Design mem_access_unit_flat, sky130hd; sources not shown.
### Routed metal per tile, run 1

The die is cut into 31 by 31 equal tiles; white is low, dark blue is high, scaled to the fullest tile. Values are wire area over tile area, all layers added.
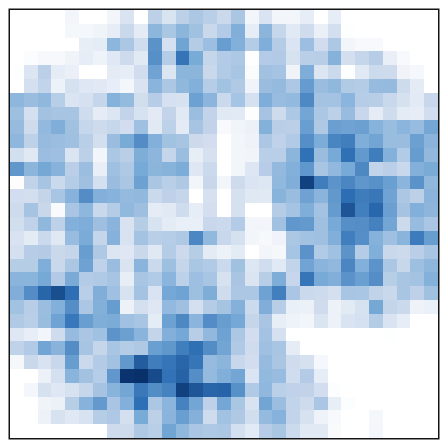
The densest ninth of the die: right middle. The fullest tile reaches 0.47. The mean over all tiles is 0.14. 15% of the tiles are over half the peak. 14% of the tiles are nearly empty. The emptiest ninth of the die: bottom right.
GRT Overall Usage: 17.64%
wire per inst: 15.87 um
drt total wl: 20670 um
vias: 5999

### Selected gate families, run 1

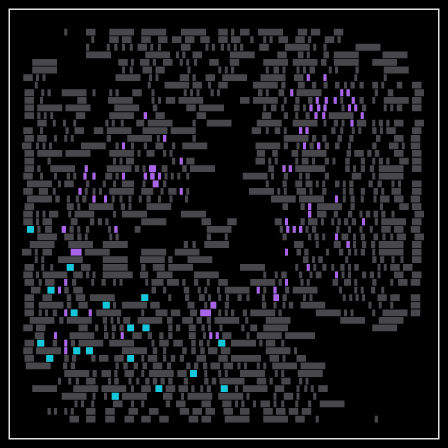
Key: cyan = non-inverting ao/oa cells [cells 18]; purple = nor cells [cells 73]
multi-input logic portion of the cell area: 29.78%
non-filler instance count after layout: 1303
Commonest Layout Cell: nand2_1

### Ports around the boundary, run 1

The bar under the picture is 50 um long. Pins as bars across the die edge, other pins in gray.
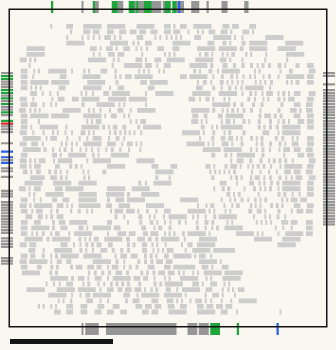
Key: blue = exc_code_o [pins 5, direction output, edge 3 left, 1 top, 1 bottom]; green = bus_bus_addr_o [pins 32, direction output, edge 18 top, 8 left, 6 bottom]; red = pause_o [pins 1, direction output, edge left]
All pins by edge: 62 bottom, 52 right, 51 left, 48 top.
Die Y: 153.4 um
IO buf count: 208

### The clock network, run 1

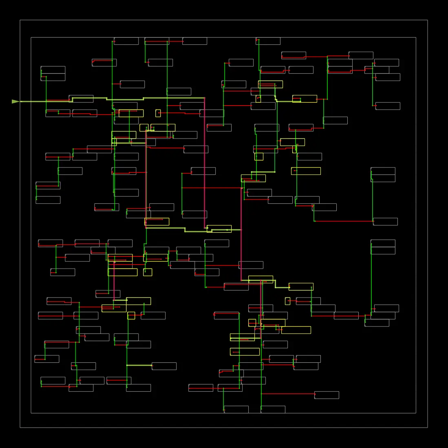
# clock sinks: 119
Latency at later pin: 410 ps
P_clk: 1.87 mW
clock buffer count from CTS: 17

==> flow_summary.toml, run 1 <==
# synthesis and place-and-route metrics
[die]
die_x_um = 153.4
row_count = 52
initial_core_util_pct = 29.93
chip_area_mm2 = 0.02354

[worst_setup_path]
critPathKind = "in -> out"
rr_worst_depth = 11
required_ps = 2920
arrival_ps = 2740
path_cells = "clkdlybuf4s50_1, nand2_1, nand2_2, buf_4, nand3_1, o21ai_4, nand3_1, nand2_1, o21a_1, clkdlybuf4s50_1"
worst_setup_path_end_kind = "output port"
cp_slowest_cell = "clkdlybuf4s50_1"

[outcome]
outcome = "complete, no violations"

[final_timing]
setup_viol = 0
rsz0062_at_grt = "no"
relSlewSlack_pct = 45.66
slew_violations = 0
max_clock_freq_ghz = 0.3073
period_minus_slack_ps = 3254
worst_pin_slew_ps = 813.1

[logic_synthesis]
avgSynthCellArea_um2 = 7.471
ys_sh_mux_pct = 0
yosysWarnings = 0
ys_sh_xor_pct = 0.7140
yosys_cells = 821
ys.flops = 119
ys_seq_share_pct = 48.55
yosys.area.top_type_share_pct = 48.55
topCellsByArea = "dfrtp_1 (49%), nand2_1 (19%), nand3_1 (5.3%)"
syn_inst = 821
synth_area_mm2 = 0.006133
largest_area_cell = "dfrtp_1"
synthTopLogicFamily = "simple AND/OR/NAND/NOR gates"

[cells_and_area]
drive_above_1_share_pct = 7.067
syn_to_final_growth_pct = 48.29
final_cell_mix = "nand2_1 (304), clkdlybuf4s50_1 (208), dfrtp_1 (119)"

[pwr]
power.density_mw_per_mm2 = 727.8
ir_drop_v = 0.0003313

[cts]
clk_pin_slew_worst_paths_ps = 60
cts.path.max_buffers = 2
root_buffer = "clkbuf_16"
cts_hold_buf = 0
post_cts_buffers = 0
htree_levels = 4

[drt]
drc = 0
drt_iter0_markers = 225

[place]
place_congestion = 0.8346
dp_cells = 1272
dp_hpwl_um = 14840

[global_routing]
grt_max_degree = 120

[hold_path]
whs_path_depth = 2
## run 1: logic make-up after synthesis
kind of cell | after synthesis
buffers and inverters | 109
flip-flops | 119
adder cells (fa/ha/maj) | 6
AND/OR/NAND/NOR | 466
XOR/XNOR | 5
AND-OR/OR-AND | 115
other | 1
## run 1: critical path, delay by kind of cell
kind,cells,cell delay (ps)
and+or+nand+nor,5,700
AOI/OAI and AO/OA,2,260
buffers and inverters,3,1280
## run 1: metrics by stage
stage	util, %	hold WS (ps)	instance area [um^2]	setup WS, ps	power, mW
after detailed placement	41.36	457.4	8477	113.5	4.802
after global placement	41.36	452.0	8477	178.1	4.748
after floorplan	-	442.6	6148	1372	3.361
after CTS	44.34	472.4	9087	102.4	6.721
after global routing	44.38	492.2	9095	4.937	7.069
final	44.38	466.6	9095	176.2	6.620
## run 1: final cells by class
class	instances	area, um^2
inverters	65	247.7
clock buffers	18	429.2
flip-flops and latches	119	2978
fillers	2522	11400
clock inverters	13	181.4
repair buffers	222	2212
multi-input cells	596	2709
well taps	270	337.8
## run 1: power by group
part	switching, mW	total [mW]	internal (mW)	leakage, nW
combinational	1.23	2.54	1.31	2.59
sequential	0.308	2.21	1.90	1.50
clock	0.664	1.87	1.21	0.295
## run 1: per-layer routing
layer	global-route usage, %	vias to the layer above	share of wire [%]
met4	5.172	0	1.6
met2	29.00	161	48
met1	23.33	2841	45
met5	0	-	0
li1	-	2973	-
met3	4.043	24	5.2
## run 1: cells in the mapped netlist, drive strengths merged
cell type  number
a21oi          31
a31oi           2
buf            29
clkbuf         15
clkinv          2
conb            1
dfrtp         119
ha              6
inv            63
nand2         310
nand3          66
nand4           1
nor2           68
nor3            2
nor3b           1
nor4            2
o211ai          3
o21a           18
o21ai          58
o21bai          1
o22ai           2
or2            16
xnor2           3
xor2            2
### Port wiring, run 1

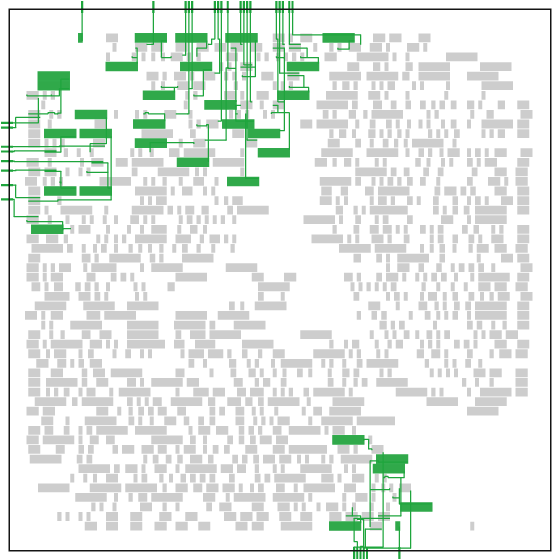

==> run 2: changes to the inputs <==
--- a/config.mk
+++ b/config.mk
@@ -14,6 +14,7 @@
 export DETAILED_ROUTE_END_ITERATION = 8
 export HOLD_SLACK_MARGIN = 0.15
 export PLACE_DENSITY = 0.8
+export SETUP_SLACK_MARGIN = 0.5
 export SYNTH_ARGS = -nofsm -noshare
 export SYNTH_HDL_FRONTEND = slang
 export SYNTH_SLANG_ARGS = --single-unit
### Port wiring, run 2

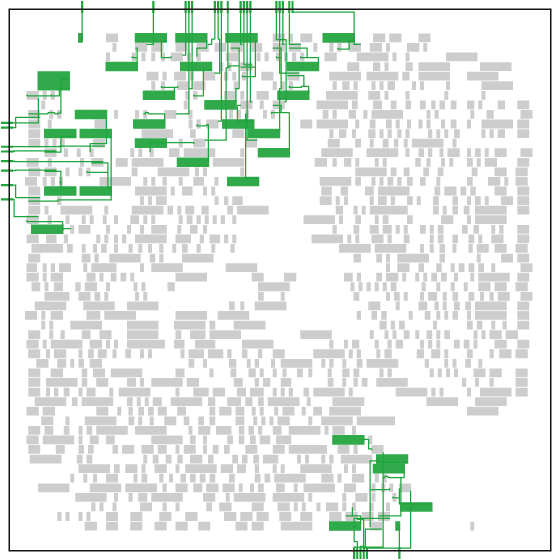
Key: green = bus_bus_addr_o [bits 32, direction output, edge 18 top, 8 left, 6 bottom, end cells 32, buffers 30, wire 1120 um]
Ports: 213

==> run 2 against run 1 <==
  * Synthesized cell count is the same
  * Sequential cell count unchanged
  * Via count up 0.62%
  * Global-route usage up 0.054 points
  * Largest cell class unchanged
  * Largest power group unchanged
  * Highest routed layer unchanged
==> flow_summary.toml, run 2 <==
# synthesis and place-and-route metrics
[worst_setup_path]
cp.depth = 10
path_cells = "clkdlybuf4s50_1, nor2_2, nor2_4, buf_4, nand3_2, o21ai_4, nand3_2, nand2_1, o21a_1, clkdlybuf4s50_1"
crit_buf_inv = 3
crit_family = "buffers and inverters"
rr_worst_depth = 11

[cts]
clkLatencyLatePin_ps = 410
htree_levels = 4
clk_pin_slew_worst_paths_ps = 60
cts_hold_buf = 0
cts.path.max_buffers = 2
root_buffer = "clkbuf_16"

[final_timing]
max_clock_freq_ghz = 0.3334
holdWs_ps = 446.7
slew_violations = 0
worst_pin_slew_ps = 664.8

[logic_synthesis]
common_cells = "nand2_1 (304), dfrtp_1 (119), nand3_1 (65), nor2_1 (65), inv_1 (62)"
synth.most_common_cell = "nand2_1"
topCellsByArea = "dfrtp_1 (49%), nand2_1 (19%), nand3_1 (5.3%)"
synth-edff-count = 0
yosys.area.top_type_share_pct = 48.55
syn_inst = 821
ys_seq_share_pct = 48.55
yosysWarnings = 0
ys.flop_type = "dfrtp_1"
ys_async_sr_fraction_pct = 100.0
ys.flops = 119
avgSynthCellArea_um2 = 7.471

[cells_and_area]
final_cell_mix = "nand2_1 (303), clkdlybuf4s50_1 (202), dfrtp_1 (119)"
final_common_cell = "nand2_1"
syn_to_final_growth_pct = 48.74
drive_above_1_share_pct = 7.544

[die]
die_x_um = 153.4
chip_area_mm2 = 0.02354
die-height_um = 153.4
row_count = 52

[drt]
routedWlPerCell_um = 15.89
routed_wl_um = 20720
drt_iter0_markers = 266

[outcome]
outcome = "complete, no violations"

[place]
io_buffers = 208
dp_hpwl_um = 14840

[global_routing]
grt_usage_pct = 17.69

[pwr]
ir_drop_v = 0.0003339
power.density_mw_per_mm2 = 726.4
### Selected gate families, run 2

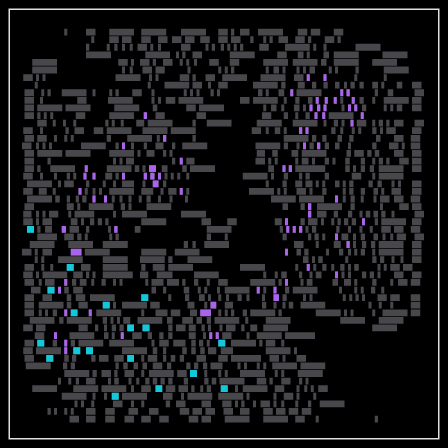
Key: cyan = non-inverting ao/oa cells [cells 18]; purple = nor cells [cells 73]
non-filler instance count after layout: 1304
multi-input logic portion of the cell area: 29.87%

run 2: per-layer routing:
metal	vias up	routed length (um)	GRT usage [%]
li1	2976	-	-
met1	2871	9323	23.38
met2	162	9905	29.12
met3	27	1141	4.043
met4	0	344	5.172
met5	-	0	0
run 2: repair_timing:
| action | 4_1_cts | 5_1_grt |
|---|---|---|
| cloned | 0 | 0 |
| endpoints found under the setup margin | 4 | 27 |
| setup buffers | 1 | 0 |
| pin swaps | 1 | 1 |
| resized | 6 | 5 |
run 2: worst reg2reg max path, delay by kind of cell, from the launching register on:
kind | cells | cell delay, ps
DFF | 1 | 410
buffers and inverters | 2 | 430
and+or+nand+nor | 9 | 1710
run 2: through the flow:
step	total power [mW]	util (%)	cell area, um^2	instances	worst slack (ps)
2_1_floorplan	3.361	-	6148	824	1372
3_3_place_gp	4.748	41.36	8477	1272	178.1
3_5_place_dp	4.802	41.36	8477	1272	113.5
4_1_cts	6.725	44.44	9109	1304	341.8
5_1_grt	7.074	44.51	9123	1304	324.7
6_report	6.627	44.51	9123	1304	430.8
run 2: layout make-up:
cell class              count  area, um^2
fillers                  2523       11370
well taps                 270       337.8
clock inverters            13       181.4
flip-flops and latches    119        2978
clock buffers              18       429.2
repair buffers            223        2223
inverters                  65       247.7
multi-input cells         596        2725
run 2: cells by family after synthesis:
kind of cell    after synthesis  synth area share, %
compound gates              115                10.42
xor+xnor                      5               0.7141
fa+ha+maj                     6                1.224
buf+inv                     109                7.589
flops                       119                48.55
other cells                   1              0.06114
simple gates                466                31.44
run 2: report_power, final:
group	internal (mW)	total, mW	switching, mW
sequential	1.90	2.21	0.307
clock	1.21	1.87	0.666
combinational	1.31	2.55	1.24
total	4.42	6.63	2.21
Power and IR drop assume default switching activity.
